===== src/rtl/la_capture_if.sv =====
// la_capture_if: signal bundle between a logic-analyser capture buffer and
// its environment.
//   data     - sample bus from the signal generator
//   trigger  - trigger event, sampled every clock
//   primed   - pre-trigger history is full and a trigger will be accepted
//   rd_en    - readout request, one sample per asserted cycle
//   rd_data  - readout sample
//   rd_valid - rd_data carries a new sample this cycle
//   done     - capture complete, buffer frozen for readout
//   rearm    - restart capture
// master: the environment (generator/reader); slave: the capture block.
`ifndef DATA_WIDTH
`define DATA_WIDTH 8
`endif

interface la_capture_if #(
    parameter int DATA_WIDTH = `DATA_WIDTH
);
    logic [DATA_WIDTH-1:0] data;
    logic                  trigger;
    logic                  primed;
    logic                  rd_en;
    logic [DATA_WIDTH-1:0] rd_data;
    logic                  rd_valid;
    logic                  done;
    logic                  rearm;

    modport master (
        output data, trigger, rd_en, rearm,
        input  primed, rd_data, rd_valid, done
    );

    modport slave (
        input  data, trigger, rd_en, rearm,
        output primed, rd_data, rd_valid, done
    );
endinterface


===== src/rtl/la_capture.sv =====
// la_capture: trigger-centred capture buffer for a logic analyser.
// Samples are written circularly into a DEPTH-entry buffer. Once PRE_TRIG
// samples of history exist the block is primed; a trigger then freezes a
// window of PRE_TRIG samples before the trigger, the trigger sample and
// DEPTH-PRE_TRIG-1 samples after it, which can be read out oldest first.
// Ports:
//   clk   - sole clock, rising edge
//   reset - asynchronous, active-low reset
//   bus   - la_capture_if.slave (data/trigger/rearm/rd_en in,
//           primed/done/rd_data/rd_valid out)
`ifndef DATA_WIDTH
`define DATA_WIDTH 8
`endif

module la_capture #(
    parameter int DATA_WIDTH = `DATA_WIDTH,
    parameter int DEPTH      = 16,
    parameter int PRE_TRIG   = 4
) (
    input  logic         clk,
    input  logic         reset,
    la_capture_if.slave  bus
);
    localparam int AW  = $clog2(DEPTH);
    localparam int AW1 = AW + 1;

    localparam logic [AW-1:0] PRE_LAST  = AW'(PRE_TRIG - 1);
    localparam logic [AW-1:0] POST_LAST = AW'(DEPTH - PRE_TRIG - 2);
    localparam logic [AW-1:0] PRE_OFS   = AW'(PRE_TRIG);
    localparam logic [AW:0]   RD_TOTAL  = AW1'(DEPTH);

    typedef enum logic [1:0] {FILL, ARMED, POST, DONE} state_t;

    state_t state, state_nxt;

    logic [DATA_WIDTH-1:0] mem [DEPTH];

    logic [AW-1:0]         wr_ptr;
    logic [AW-1:0]         rd_ptr;
    logic [AW-1:0]         trig_ptr;
    logic [AW-1:0]         pre_cnt;
    logic [AW-1:0]         post_cnt;
    logic [AW:0]           rd_cnt;

    logic                  wr_en;
    logic                  trig_hit;
    logic                  rd_fire;
    logic                  done_entry;

    logic                  primed_q;
    logic                  done_q;
    logic                  rd_valid_q;
    logic [DATA_WIDTH-1:0] rd_data_q;

    // State register
    always_ff @(posedge clk or negedge reset) begin
        if (!reset) state <= FILL;
        else        state <= state_nxt;
    end

    // Next state and per-cycle strobes; rearm overrides everything else,
    // so a coincident trigger or readout request is dropped.
    always_comb begin
        state_nxt = state;
        wr_en     = 1'b0;
        trig_hit  = 1'b0;
        rd_fire   = 1'b0;
        if (bus.rearm) begin
            state_nxt = FILL;
        end else begin
            case (state)
                FILL: begin
                    wr_en = 1'b1;
                    if (pre_cnt == PRE_LAST) state_nxt = ARMED;
                end
                ARMED: begin
                    wr_en = 1'b1;
                    if (bus.trigger) begin
                        trig_hit  = 1'b1;
                        state_nxt = POST;
                    end
                end
                POST: begin
                    wr_en = 1'b1;
                    if (post_cnt == POST_LAST) state_nxt = DONE;
                end
                DONE: begin
                    rd_fire = bus.rd_en && (rd_cnt < RD_TOTAL);
                end
                default: state_nxt = FILL;
            endcase
        end
    end

    assign done_entry = (state == POST) && (state_nxt == DONE);

    // Sample buffer: contents are deliberately not reset
    always_ff @(posedge clk) begin
        if (wr_en) mem[wr_ptr] <= bus.data;
    end

    // Pointers and counters
    always_ff @(posedge clk or negedge reset) begin
        if (!reset) begin
            wr_ptr   <= '0;
            rd_ptr   <= '0;
            trig_ptr <= '0;
            pre_cnt  <= '0;
            post_cnt <= '0;
            rd_cnt   <= '0;
        end else begin
            if (wr_en) wr_ptr <= wr_ptr + 1'b1;
            if (bus.rearm) begin
                pre_cnt <= '0;
                rd_cnt  <= '0;
            end else begin
                if (state == FILL) pre_cnt <= pre_cnt + 1'b1;
                if (trig_hit) begin
                    trig_ptr <= wr_ptr;
                    post_cnt <= '0;
                end else if (state == POST) begin
                    post_cnt <= post_cnt + 1'b1;
                end
                // Oldest retained sample sits PRE_TRIG slots behind the trigger
                if (done_entry) begin
                    rd_ptr <= trig_ptr - PRE_OFS;
                    rd_cnt <= '0;
                end else if (rd_fire) begin
                    rd_ptr <= rd_ptr + 1'b1;
                    rd_cnt <= rd_cnt + 1'b1;
                end
            end
        end
    end

    // Registered status and readout outputs
    always_ff @(posedge clk or negedge reset) begin
        if (!reset) begin
            primed_q   <= 1'b0;
            done_q     <= 1'b0;
            rd_valid_q <= 1'b0;
            rd_data_q  <= '0;
        end else begin
            primed_q   <= (state_nxt == ARMED);
            done_q     <= (state_nxt == DONE);
            rd_valid_q <= rd_fire;
            if (rd_fire) rd_data_q <= mem[rd_ptr];
        end
    end

    assign bus.primed   = primed_q;
    assign bus.done     = done_q;
    assign bus.rd_valid = rd_valid_q;
    assign bus.rd_data  = rd_data_q;

endmodule

===== src/flat_wrapper.sv =====
// flat-port wrapper written by rule: the top's interface ports become plain ports
module la_capture_flat 
#(
    parameter int DATA_WIDTH = `DATA_WIDTH,
    parameter int DEPTH      = 16,
    parameter int PRE_TRIG   = 4
)
  (clk, reset, bus_data, bus_trigger, bus_rd_en, bus_rearm, bus_primed, bus_rd_data, bus_rd_valid, bus_done);
  la_capture_if #(.DATA_WIDTH(DATA_WIDTH)) bus_i ();
  input  logic clk;
  input  logic reset;
  input wire logic [$bits(bus_i.data)-1:0] bus_data;
  input wire logic [$bits(bus_i.trigger)-1:0] bus_trigger;
  input wire logic [$bits(bus_i.rd_en)-1:0] bus_rd_en;
  input wire logic [$bits(bus_i.rearm)-1:0] bus_rearm;
  output wire logic [$bits(bus_i.primed)-1:0] bus_primed;
  output wire logic [$bits(bus_i.rd_data)-1:0] bus_rd_data;
  output wire logic [$bits(bus_i.rd_valid)-1:0] bus_rd_valid;
  output wire logic [$bits(bus_i.done)-1:0] bus_done;
  assign bus_i.data = bus_data;
  assign bus_i.trigger = bus_trigger;
  assign bus_i.rd_en = bus_rd_en;
  assign bus_i.rearm = bus_rearm;
  assign bus_primed = bus_i.primed;
  assign bus_rd_data = bus_i.rd_data;
  assign bus_rd_valid = bus_i.rd_valid;
  assign bus_done = bus_i.done;
  la_capture #(.DATA_WIDTH(DATA_WIDTH), .DEPTH(DEPTH), .PRE_TRIG(PRE_TRIG)) u_core (.clk(clk), .reset(reset), .bus(bus_i));
endmodule

===== config.mk =====
export PLATFORM = sky130hd
export DESIGN_NAME = la_capture_flat
export DESIGN_NICKNAME = d
export VERILOG_FILES = /design/src/rtl/la_capture_if.sv /design/src/rtl/la_capture.sv /design/src/flat_wrapper.sv
export SDC_FILE = /design/constraint.sdc
export NUM_CORES = 1
export LEC_CHECK = 0
export CAP_MARGIN = 15
export CELL_PAD_IN_SITES_DETAIL_PLACEMENT = 1
export CELL_PAD_IN_SITES_GLOBAL_PLACEMENT = 1
export CORE_AREA = 2 2 126 128
export DETAILED_ROUTE_END_ITERATION = 10
export DIE_AREA = 0 0 128 130
export GPL_TIMING_DRIVEN = 0
export PLACE_DENSITY_LB_ADDON = 0.1
export SKIP_LAST_GASP = 1
export SYNTH_ARGS = -nofsm -noshare
export SYNTH_HDL_FRONTEND = slang
export SYNTH_SLANG_ARGS = --single-unit

===== constraint.sdc =====
create_clock -name clk -period 3.34 [get_ports clk]
set_input_delay 1.002 -clock clk [delete_from_list [all_inputs] [get_ports clk]]
set_output_delay 1.002 -clock clk [all_outputs]
set_load 0.01 [all_outputs]

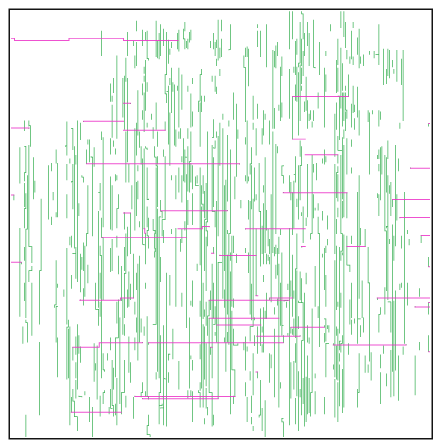
(run_1/wires.png)
Two of the layers only.
metal 2: in green, wire length 7130 um. metal 3: in magenta, wire length 592 um.
Vias: 3439
WL/cell: 23.3 um

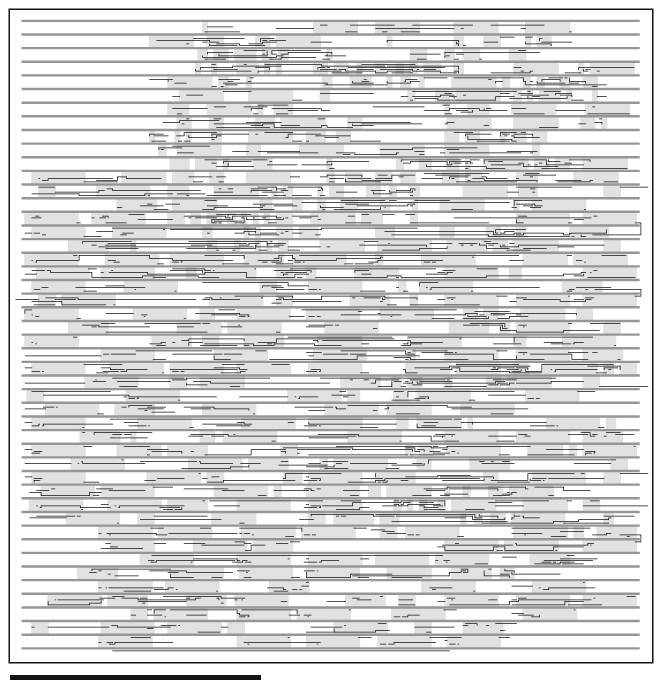
(run_1/layer_met1.png)
The bar under the picture is 50 um long. Supply wires on this layer in grey.
The layer holds 46% of the routed length. The wires run mostly horizontal. The layer carries 6630 um of wire. 420 nets have wire on it.
M1 GR Usage: 0.263
Final Routed Wirelength: 14500 um

==> run_results.csv, run 1 <==
group,metric,value,unit
clock_tree,ctsResizeCount,0,
finish,finalNonFillerCells,624,
finish,fin_nets,441,
route,drtIter0Drc,168,
power_and_ir_drop,pg_seq,2.57,mW
power_and_ir_drop,comb_cell_power,0.576,mW
run,openroad.warnings,30,
power_and_ir_drop,p_leak,2.73,nW
route,postRouteAntennaNets,0,
worst_setup_path,slowest_stage,"nor2_1",
logic_synthesis,post_synth_num_cell_types,42,
clock_tree,cts-buffers-inserted,17,
power_and_ir_drop,powerDensity,648,mW/mm^2
die,rows,46,
power_and_ir_drop,power.total,5.08,mW
clock_tree,cts_tree,"built",
power_and_ir_drop,p_clk,1.93,mW
logic_synthesis,synth_cells,375,
global_routing,grt_max_degree,35,
worst_setup_path,endpoint,"u_core.mem[12][6]",
route,dr.pass1.iters,4,
final_timing,hold_violations,0,
final_timing,drv_slew,0,
clock_tree,cts_max_path_buffers,2,
final_timing,finClkSkew,0.0125,ns
route,viasPerCell,5.51,
die,core,0.0154,sq mm
power_and_ir_drop,power_frac_clock,0.379,
power_and_ir_drop,pwr-share-seq,0.507,
die,die_h,130,um
power_and_ir_drop,switching_share,0.251,
worst_setup_path,r2r_end,"u_core.mem[12][6]",
global_routing,grt_pass1_wl,22400,um
worst_setup_path,cp_max_fo,10,
placed_design,place.gp.congestion,0.701,
clock_tree,cts-htree-levels,4,
worst_setup_path,path_class,"input port to flip-flop",
global_routing,grt_use_total,0.190,
logic_synthesis,synth.avg_cell_area,18.0,sq um
worst_setup_path,worstPathCellList,"clkdlybuf4s50_1 > buf_2 > a21oi_2 > nand3_1 > nor2_1",
global_routing,antenna_found_initial,0,
global_routing,grt-ovfl-total,0,
clock_tree,clk_pin_slew,0.07,ns
die,dieWidth,128,um
logic_synthesis,synth.cell_area,0.00674,sq mm
die,dieArea,0.0166,sq mm
logic_synthesis,synth-area-yosys,0.00674,sq mm
worst_setup_path,required,3.39,ns
final_timing,fin_crit,3.04,ns
clock_tree,clkSinkCount,166,
placed_design,place_area,0.00726,sq mm
worst_setup_path,cp-end-kind,"flip-flop",
finish,drive_gt1_frac,0.218,
placed_design,dp_hpwl,9410,um
worst_setup_path,cp-start-kind,"input port",
finish,diodes,0,
worst_setup_path,slowest_delay,0.82,ns
run,maxCapViolCount,0,
finish,syn2layout_area_growth,16.3,%
placed_design,place_ws,-0.211,ns
final_timing,fin_crit_sh,0.911,
power_and_ir_drop,p_sw,1.27,mW
clock_tree,postCtsSetupBuffers,0,
final_timing,tightest_slew,1.02,ns
finish,fin_area,0.00784,sq mm
worst_setup_path,r2r_cells,4,
worst_setup_path,crit_arrival,3.09,ns
power_and_ir_drop,power_frac_comb,0.113,
worst_setup_path,rrSetupSlack,0.96,ns
hold_path,min_path_type,"input port to asynchronous set/reset pin",
route,drc_errors,0,
final_timing,relSlewSlack,0.316,
clock_tree,ctsHoldBuffers,0,
global_routing,grt_pass1_vias,3618,
logic_synthesis,yosys_cells,375,
logic_synthesis,numSynthFlops,166,
die,fp_util,0.437,
logic_synthesis,postSynthSeqShare,0.711,
final_timing,whs,0.401,ns
worst_setup_path,startpoint,"bus_rearm",
power_and_ir_drop,power.internal,3.80,mW
logic_synthesis,syn_nets,397,
final_timing,setup_viol,0,
power_and_ir_drop,top_power_group,"sequential cells",
power_and_ir_drop,peakVddDrop,401,uV
logic_synthesis,ys.warnings.count,0,
final_timing,rsz0062_at_grt,"no",
run_status,status,"finished clean",
final_timing,setup_tns,0,ns
worst_setup_path,worstReg2RegStart,"u_core.state[1]",
placed_design,placed_cells,592,
clock_tree,clock_latency,0.43,ns
final_timing,max_clock_freq,329,MHz
clock_tree,clock-root-buffer,"clkbuf_16",
final_timing,layout_setup_ws,0.298,ns
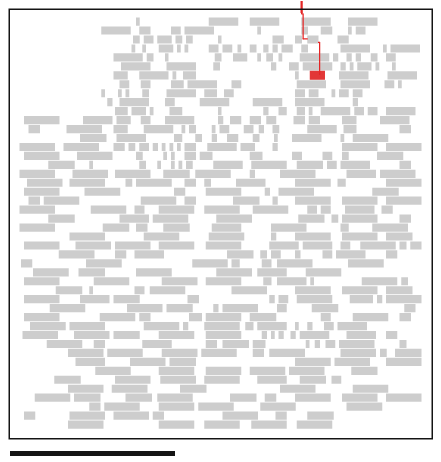
(run_1/io_fan.png)
The bar under the picture is 50 um long.
bus_rd_en: in red, direction input, end cells 1, buffers 1, wire 20.5 um.
io pins: 24
Buffers on Ports: 23

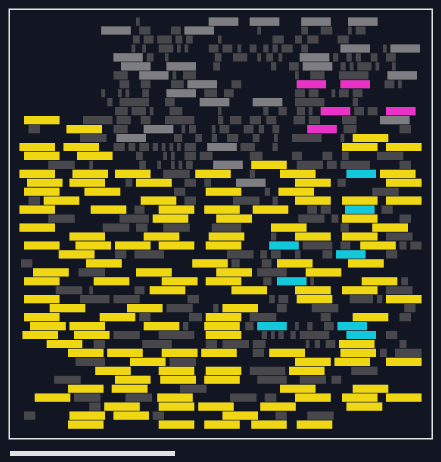
(run_1/flops_by_reg.png)
The bar under the picture is 50 um long. Other sequential cells in the stronger grey, the rest of the logic in the fainter grey.
u_core.bus.rd_data: in cyan, sequential cells 8. u_core.mem: in yellow, sequential cells 128. u_core.rd_cnt: in magenta, sequential cells 5, where upper right.
Another 25 sequential cells are not coloured.
Flop area: 0.00479 sq mm
final core occ: 0.508
sequential share of cell area: 0.612

==> run 1: worst max-delay path: cells and delay by family <==
| family | cells | cell delay [ns] |
|---|---|---|
| buffers and inverters | 2 | 0.67 |
| AOI/OAI and AO/OA | 1 | 0.38 |
| and+or+nand+nor | 2 | 1.03 |
==> run 1: logic make-up (layout without fill, tap and decap cells) <==
family                     after synthesis  count (layout)  synth area share
xor gates and xnor gates                14              14            0.0182
AOI/OAI and AO/OA                       38              38            0.0397
DFF                                    166             166             0.711
and+or+nand+nor                         69              69            0.0555
muxes                                   52              52             0.138
buffers and inverters                   27              84            0.0212
adders and majority gates                9               9            0.0167
==> run 1: flip-flops by register name, summed over array words and instances (netlist names) <==
name and count:
u_core.bus.rd_valid 1, u_core.wr_ptr 4, u_core.rd_ptr 4, u_core.bus.done 1
u_core.post_cnt 4, u_core.rd_cnt 5, u_core.state 2, u_core.bus.primed 1
u_core.bus.rd_data 8, u_core.pre_cnt 4, u_core.trig_ptr 4, u_core.mem 128
==> run 1: routing by layer <==
metal | global-route usage | share of wire | vias to the layer above
li1 | - | - | 1561
met1 | 0.263 | 0.46 | 1790
met2 | 0.303 | 0.49 | 71
met3 | 0.0377 | 0.041 | 17
met4 | 0.0672 | 0.013 | 0
met5 | 0 | 0 | -
==> run 1: placed cells by master, fill, tap and decap left out, types with 4 or more instances in the layout <==
master / netlist / routed
edfxtp_1: 128 / 128
dfrtp_1: 38 / 38
mux4_2: 32 / 32
clkdlybuf4s50_1: 0 / 22
clkbuf_16: 0 / 17
nand2_1: 16 / 16
mux2i_1: 14 / 14
nor2_1: 12 / 12
buf_2: 9 / 10
a21oi_1: 9 / 9
nor2b_1: 9 / 9
and2_1: 9 / 9
a22o_1: 9 / 9
ha_1: 9 / 9
inv_1: 8 / 8
xnor2_1: 7 / 7
xor2_1: 7 / 7
a211o_1: 7 / 7
mux2_2: 6 / 6
nand3_1: 5 / 5
nor3_2: 1 / 5
o21ai_0: 5 / 5
clkbuf_1: 1 / 4
buf_4: 4 / 4
o22ai_1: 4 / 4
inv_6: 0 / 4
==> run 1: cell usage after synthesis, drive strengths merged <==
library cell	count	share of area
a211o	7	0.0091
a21oi	10	0.0080
a22o	9	0.012
a31oi	1	0.00093
and2	10	0.0093
and3	1	0.00093
and3b	1	0.0013
and4bb	1	0.0019
buf	17	0.016
clkbuf	1	0.00056
dfrtp	38	0.14
edfxtp	128	0.57
ha	9	0.017
inv	9	0.0050
mux2	6	0.010
mux2i	14	0.021
mux4	32	0.11
nand2	17	0.0098
nand2b	1	0.00093
nand3	5	0.0037
nand3b	1	0.0011
nand4	3	0.0028
nand4b	1	0.0013
nor2	12	0.0067
nor2b	9	0.0083
nor3	5	0.0045
nor3b	2	0.0030
o21ai	5	0.0037
o22ai	4	0.0037
o2bb2ai	1	0.0013
o31a	1	0.0013
xnor2	7	0.0091
xor2	7	0.0091
==> run 1: final cells by class <==
class / instances / area, sq um
Inverter: 9 / 33.8
Clock inverter: 12 / 143
Fill cell: 1436 / 7590
Buffer: 18 / 109
Tap cell: 192 / 240
Sequential cell: 166 / 4790
Timing Repair Buffer: 25 / 256
Multi-Input combinational cell: 182 / 1830
Clock buffer: 20 / 437
## Run 2: what changed since run 1
--- a/config.mk
+++ b/config.mk
@@ -5,12 +5,13 @@
 export SDC_FILE = /design/constraint.sdc
 export NUM_CORES = 1
 export LEC_CHECK = 0
-export CAP_MARGIN = 15
+export ABC_AREA = 1
+export CAP_MARGIN = 0
 export CELL_PAD_IN_SITES_DETAIL_PLACEMENT = 1
 export CELL_PAD_IN_SITES_GLOBAL_PLACEMENT = 1
-export CORE_AREA = 2 2 126 128
+export CORE_AREA = 2 2 130 132
 export DETAILED_ROUTE_END_ITERATION = 10
-export DIE_AREA = 0 0 128 130
+export DIE_AREA = 0 0 132 134
 export GPL_TIMING_DRIVEN = 0
 export PLACE_DENSITY_LB_ADDON = 0.1
 export SKIP_LAST_GASP = 1
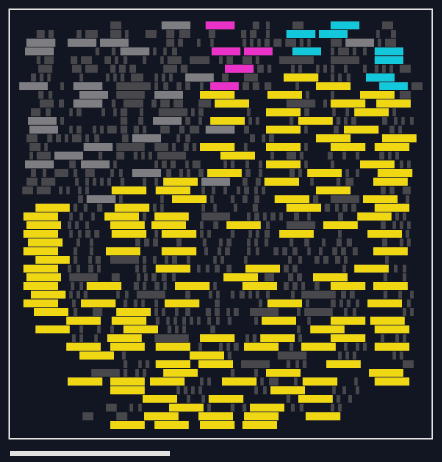
(run_2/flops_by_reg.png)
The bar under the picture is 50 um long. Other sequential cells in the stronger grey, the rest of the logic in the fainter grey.
u_core.bus.rd_data: in cyan, sequential cells 8, where upper right. u_core.rd_cnt: in magenta, sequential cells 5, where top centre. u_core.mem: in yellow, sequential cells 128, where spread over the die.
Another 25 sequential cells are not coloured.
final core occ: 0.507
Flop+latch power: 2.56 mW
sequential share of cell area: 0.580

==> run 2 against run 1 <==
  * Final area grew 5.4%
  * Critical path depth shrank 1
  * Cell count grew 53%
  * Clock-buffer cell count shrank 3
  * Setup slack gained 0.62 ns
  * Sequential power is essentially flat
  * Power grew 1.6%
  * Clock skew shrank 0.0057 ns
  * Register-to-register slack gained 0.05 ns
  * Routed wire length grew 33%
  * Area after synthesis grew 6.0%
  * Critical endpoint is now u_core.mem[13][5]
==> run_results.csv, run 2 <==
group,metric,value,unit
run_status,status,"finished clean",
power_and_ir_drop,peakVddDrop,340,uV
worst_setup_path,slowest_delay,0.84,ns
route,postRouteAntennaNets,0,
logic_synthesis,synth_xor_xnor_area_share,0.00858,
power_and_ir_drop,p_leak,3.39,nW
route,routed_wl,19400,um
global_routing,grt_pass1_vias,5366,
logic_synthesis,postSynthSeqShare,0.671,
clock_tree,ctsHoldBuffers,0,
route,dr.pass1.iters,5,
logic_synthesis,synth_cells,683,
worst_setup_path,cp-end-kind,"flip-flop",
logic_synthesis,synth-area-yosys,0.00715,sq mm
logic_synthesis,synth-edff-count,128,
global_routing,grt_max_degree,39,
worst_setup_path,r2r_cells,5,
finish,drive_gt1_frac,0.0977,
global_routing,grt_use_total,0.234,
logic_synthesis,top_logic_kind,"simple AND/OR/NAND/NOR gates",
logic_synthesis,yosysTopAreaCellShare,0.538,
power_and_ir_drop,pwr-share-seq,0.495,
route,viasPerCell,5.17,
final_timing,fin_crit,2.42,ns
finish,syn2layout_area_growth,15.6,%
worst_setup_path,worstPathCellList,"buf_4 > nor2_4 > nand2_1 > nor2_1",
power_and_ir_drop,powerDensity,624,mW/mm^2
route,drc_errors,0,
worst_setup_path,worstReg2RegStart,"u_core.state[1]",
worst_setup_path,cp_max_fo,9,
finish,finalNonFillerCells,957,
logic_synthesis,area_leaders,"edfxtp_1, dfrtp_1, nand2_1",
power_and_ir_drop,p_sw,1.30,mW
placed_design,placed_cells,925,
final_timing,layout_setup_ws,0.921,ns
run,maxCapViolCount,0,
worst_setup_path,path_class,"input port to flip-flop",
die,core,0.0163,sq mm
logic_synthesis,largest_area_cell,"edfxtp_1",
final_timing,max_clock_freq,413,MHz
power_and_ir_drop,power.internal,3.85,mW
worst_setup_path,rrSetupSlack,1.01,ns
worst_setup_path,cp_top_family,"simple AND/OR/NAND/NOR gates",
worst_setup_path,cp-start-kind,"input port",
global_routing,grt_pass1_wl,30500,um
die,fp_util,0.439,
final_timing,setup_viol,0,
route,post_drt_wl_per_cell,20.2,um
hold_path,min_path_type,"flip-flop to flip-flop",
logic_synthesis,synth.cell_area,0.00715,sq mm
clock_tree,cts-buffers-inserted,17,
die,dieArea,0.0177,sq mm
logic_synthesis,fa_ha_area_frac,0.0158,
logic_synthesis,yosys_cells,683,
logic_synthesis,mux_area_frac,0,
final_timing,setup_tns,0,ns
global_routing,antenna_found_initial,0,
power_and_ir_drop,switching_share,0.253,
finish,largest_register_ffs,128,
finish,fillCellCount,1833,
finish,regMostFlops,"u_core.mem",
die,io_pins,24,
logic_synthesis,async_flop_share,0.229,
finish,regArea,0.00479,sq mm
finish,lay_top_count,"nand2_1",
finish,fin_nets,746,
route,via_count,4946,
finish,diodes,0,
clock_tree,cts_tree,"built",
logic_synthesis,syn_nets,705,
final_timing,tightest_slew,1.04,ns
power_and_ir_drop,power_frac_clock,0.403,
clock_tree,ctsResizeCount,0,
route,drtIter0Drc,336,
logic_synthesis,synth-compound-area-share,0.0270,
logic_synthesis,common_cells,"nand2_1, edfxtp_1, nand3_1",
worst_setup_path,crit_buf_inv,1,
logic_synthesis,synth.avg_cell_area,10.5,sq um
logic_synthesis,ys.warnings.count,0,
run,openroad.warnings,30,
-- run 2: power by group through the flow --
stage / combinational [mW] / clock [mW] / sequential [mW]
2_1_floorplan: 0.326 / 0 / 2.57
3_3_place_gp: 0.505 / 0 / 2.58
3_5_place_dp: 0.525 / 0 / 2.60
4_1_cts: 0.530 / 2.11 / 2.56
5_1_grt: 0.597 / 2.18 / 2.58
6_report: 0.522 / 2.08 / 2.56
-- run 2: worst max path at each step --
stage                         to  cells after the start  startpoint  slack, ns
6_report       u_core.mem[13][5]                      4   bus_rearm       0.92
5_1_grt        u_core.mem[12][1]                      4   bus_rearm       0.87
4_1_cts        u_core.mem[13][5]                      4   bus_rearm       0.93
3_5_place_dp   u_core.mem[13][0]                      4   bus_rearm       0.47
3_3_place_gp    u_core.wr_ptr[1]                      1       reset       0.29
2_1_floorplan  u_core.mem[11][0]                      4   bus_rearm       1.09
-- run 2: kinds of logic after synthesis --
logic type	after synthesis
and+or+nand+nor	395
DFF	166
buffers and inverters	70
AOI/OAI and AO/OA	36
adders and majority gates	9
xor gates and xnor gates	7
-- run 2: worst reg2reg max path, cell delays in order, from the launching register on --
cell and delay, ns:
dfrtp_1 0.47, nand2_1 0.13, inv_2 0.08, nor2_4 0.22, nand2_1 0.22, nor2_1 0.84
-- run 2: routing by layer --
metal	vias to the layer above	part of all wire	GRT usage
met5	-	0	0
met3	25	0.049	0.0423
met2	111	0.50	0.390
li1	2357	-	-
met4	0	0.022	0.0912
met1	2453	0.43	0.307
-- run 2: cell type report --
| cell class | count | area share |
|---|---|---|
| clock buffer | 17 | 0.0515 |
| clock inverter | 15 | 0.0244 |
| buffer | 28 | 0.0171 |
| multi-input combinational | 447 | 0.248 |
| inverter | 42 | 0.0191 |
| tap | 220 | 0.0333 |
| timing repair buffer | 22 | 0.0260 |
| sequential | 166 | 0.580 |
-- run 2: per-stage QoR --
stage | power [mW] | instance area (sq um)
3_5_place_dp | 3.12 | 7640
2_1_floorplan | 2.89 | 7150
4_1_cts | 5.20 | 8260
3_3_place_gp | 3.09 | 7640
6_report | 5.16 | 8260
5_1_grt | 5.35 | 8260
## Run 3: what changed since run 2
==> constraint.sdc (replaced) <==
create_clock -name clk -period 2.5 [get_ports clk]
set_input_delay 0.75 -clock clk [delete_from_list [all_inputs] [get_ports clk]]
set_output_delay 0.75 -clock clk [all_outputs]
set_load 0.01 [all_outputs]
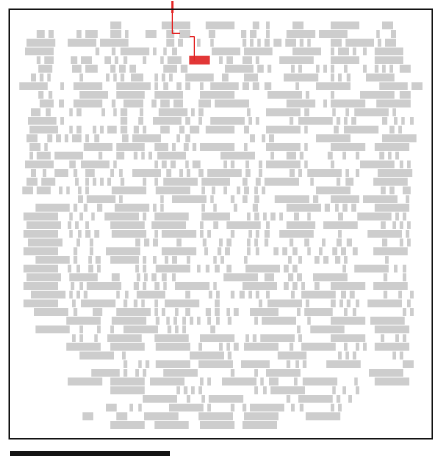
(run_3/io_fan.png)
The bar under the picture is 50 um long.
bus_rd_en: in red, direction input, end cells 1, buffers 1, wire 18.1 um.
Buffers on Ports: 22

==> run 3 against run 2 <==
  * First-iteration DRC count unchanged
  * Sequential share of layout area unchanged
  * Clock skew stayed put
  * Clock-buffer cell count unchanged
  * Setup slack got worse by 0.75 ns
  * Power is 34% higher
  * Sequential power grew 33%
  * Via count is the same
  * Register-to-register slack worse by 0.84 ns
  * Cell count is the same
  * Routed wire length unchanged
  * Clock power up 34%
==> run_results.csv, run 3 <==
group,metric,value,unit
final_timing,setup_viol,0,
worst_setup_path,cp-start-kind,"flip-flop",
clock_tree,cts-buffers-inserted,17,
logic_synthesis,synth.most_common_cell,"nand2_1",
placed_design,placed_cells,925,
route,postRouteAntennaNets,0,
finish,fin_area,0.00826,sq mm
die,io_pins,24,
logic_synthesis,post_synth_num_cell_types,33,
clock_tree,postCtsSetupBuffers,0,
placed_design,dp_hpwl,13500,um
clock_tree,clk_pin_slew,0.06,ns
logic_synthesis,flop_cell,"edfxtp_1",
clock_tree,cts_max_path_buffers,2,
logic_synthesis,syn_nets,705,
logic_synthesis,synth-edff-count,128,
finish,lay_top_count,"nand2_1",
route,via_count,4946,
logic_synthesis,synth_cells,683,
power_and_ir_drop,p_leak,3.39,nW
clock_tree,cts-htree-levels,4,
die,dieArea,0.0177,sq mm
route,routed_wl,19400,um
worst_setup_path,worstPathCellList,"nand2_1 > inv_2 > nor2_4 > nand2_1 > nor2_1",
global_routing,grt_use_total,0.234,
route,post_drt_wl_per_cell,20.2,um
run,openroad.warnings,30,
logic_synthesis,postSynthSeqShare,0.671,
global_routing,grt_max_degree,39,
global_routing,grt_pass1_vias,5366,
logic_synthesis,async_flop_share,0.229,
logic_synthesis,ys.warnings.count,0,
clock_tree,ctsHoldBuffers,0,
die,rows,47,
run_status,status,"finished clean",
final_timing,fin_crit,2.33,ns
final_timing,whs,0.436,ns
logic_synthesis,largest_area_cell,"edfxtp_1",
die,dieWidth,132,um
worst_setup_path,cp-end-kind,"flip-flop",
logic_synthesis,yosysTopAreaCellShare,0.538,
final_timing,drv_slew,0,
finish,fillCellCount,1833,
worst_setup_path,crit_arrival,2.38,ns
finish,drive_gt1_frac,0.0977,
finish,lay_top_cells,"nand2_1, edfxtp_1, nand3_1",
global_routing,antenna_found_initial,0,
logic_synthesis,area_leaders,"edfxtp_1, dfrtp_1, nand2_1",
route,viasPerCell,5.17,
global_routing,grt-ovfl-total,0,
clock_tree,clkSinkCount,166,
placed_design,place_area,0.00764,sq mm
final_timing,fin_crit_sh,0.933,
finish,diodes,0,
logic_synthesis,synth.avg_cell_area,10.5,sq um
logic_synthesis,yosys_cells,683,
worst_setup_path,slowest_delay,0.84,ns
clock_tree,ctsResizeCount,0,
route,drc_errors,0,
logic_synthesis,synth.cell_area,0.00715,sq mm
worst_setup_path,cp_top_family,"simple AND/OR/NAND/NOR gates",
worst_setup_path,crit_buf_inv,1,
final_timing,relSlewSlack,0.304,
worst_setup_path,cp_max_fo,9,
final_timing,rsz0062_at_grt,"no",
finish,logic_area,0.00205,sq mm
logic_synthesis,numSynthFlops,166,
worst_setup_path,slowest_stage,"nor2_1",
global_routing,grt_pass1_wl,30500,um
placed_design,place.gp.congestion,0.829,
die,core,0.0163,sq mm
hold_path,min_path_type,"input port to asynchronous set/reset pin",
die,die_h,134,um
run,maxCapViolCount,0,
worst_setup_path,path_class,"flip-flop to flip-flop",
power_and_ir_drop,peakVddDrop,455,uV
route,drtIter0Drc,336,
run 3: cell counts after synthesis:
Identical to the previous run, type by type.
run 3: cell type report:
cell class,instances,area share
sequential,166,0.580
clock inverter,15,0.0244
multi-input combinational,447,0.248
clock buffer,17,0.0515
tap,220,0.0333
timing repair buffer,22,0.0260
inverter,42,0.0191
buffer,28,0.0171
run 3: report_power, final:
part | leakage (nW) | switching, mW | internal (mW)
Sequential | 1.66 | 0.129 | 3.28
Combinational | 1.43 | 0.511 | 0.186
Clock | 0.302 | 1.10 | 1.68
run 3: metrics by stage:
step            util  worst slack [ns]  total power [mW]  TNS, ns
2_1_floorplan      -             0.500              3.87        0
3_3_place_gp   0.469            -0.295              4.13   -11.85
3_5_place_dp   0.469            -0.114              4.17    -1.79
4_1_cts        0.507             0.154              6.94        0
5_1_grt        0.507            0.0370              7.15        0
6_report       0.507             0.167              6.89        0
run 3: routing by layer:
metal / GRT usage / up-vias / share of wire
met2: 0.390 / 111 / 0.50
met1: 0.307 / 2453 / 0.43
li1: - / 2357 / -
met5: 0 / - / 0
met3: 0.0423 / 25 / 0.049
met4: 0.0912 / 0 / 0.022
run 3: path summary, 6_finish.rpt:
check	from	endpoint	slack, ns	cells after the start
max	u_core.state[1]	u_core.mem[13][5]	0.17	5
min	reset	u_core.bus.rd_data[7]	0.44	1
max reg2reg	u_core.state[1]	u_core.mem[13][5]	0.17	5
min reg2reg	u_core.bus.rd_data[7]	u_core.bus.rd_data[7]	0.49	2
max in group asynchronous	reset	u_core.rd_ptr[2]	1.50	1
min in group clk	u_core.bus.rd_data[7]	u_core.bus.rd_data[7]	0.49	2
run 3: cell families (layout without fill, tap and decap cells):
family                   after synthesis  count (layout)  synth area share
adder cells (fa/ha/maj)                9               9            0.0158
AND-OR/OR-AND                         36              36            0.0270
XOR/XNOR                               7               7           0.00858
AND/OR/NAND/NOR                      395             395             0.236
flip-flops                           166             166             0.671
buffers and inverters                 70             124            0.0418

==> layout pictures side by side <==
Routing congestion map.
panel A
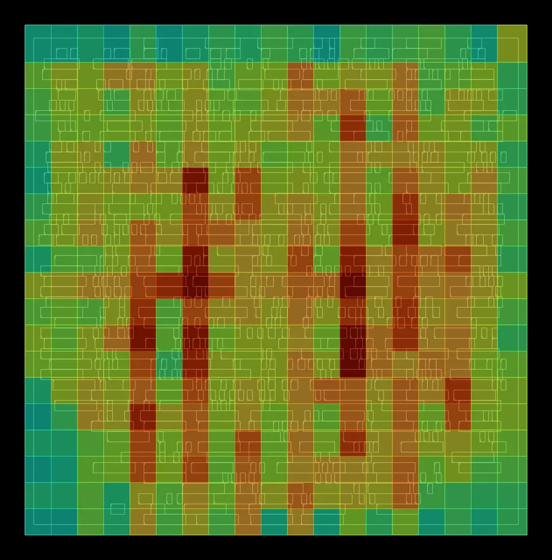
panel B
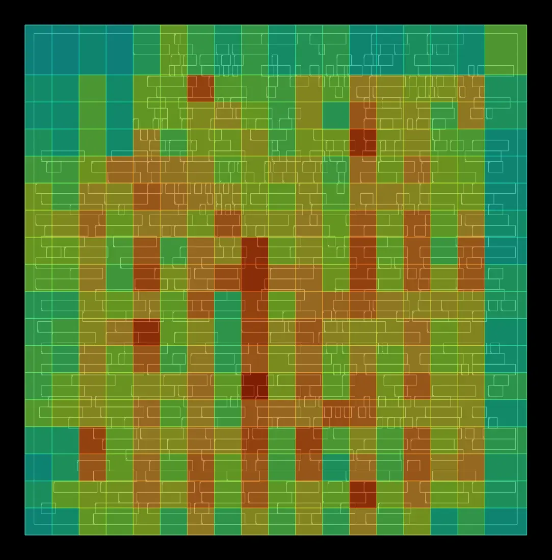
panel B: run 1
panel A: run 3

No activity file was given, so power comes from the tool's default toggle rates.
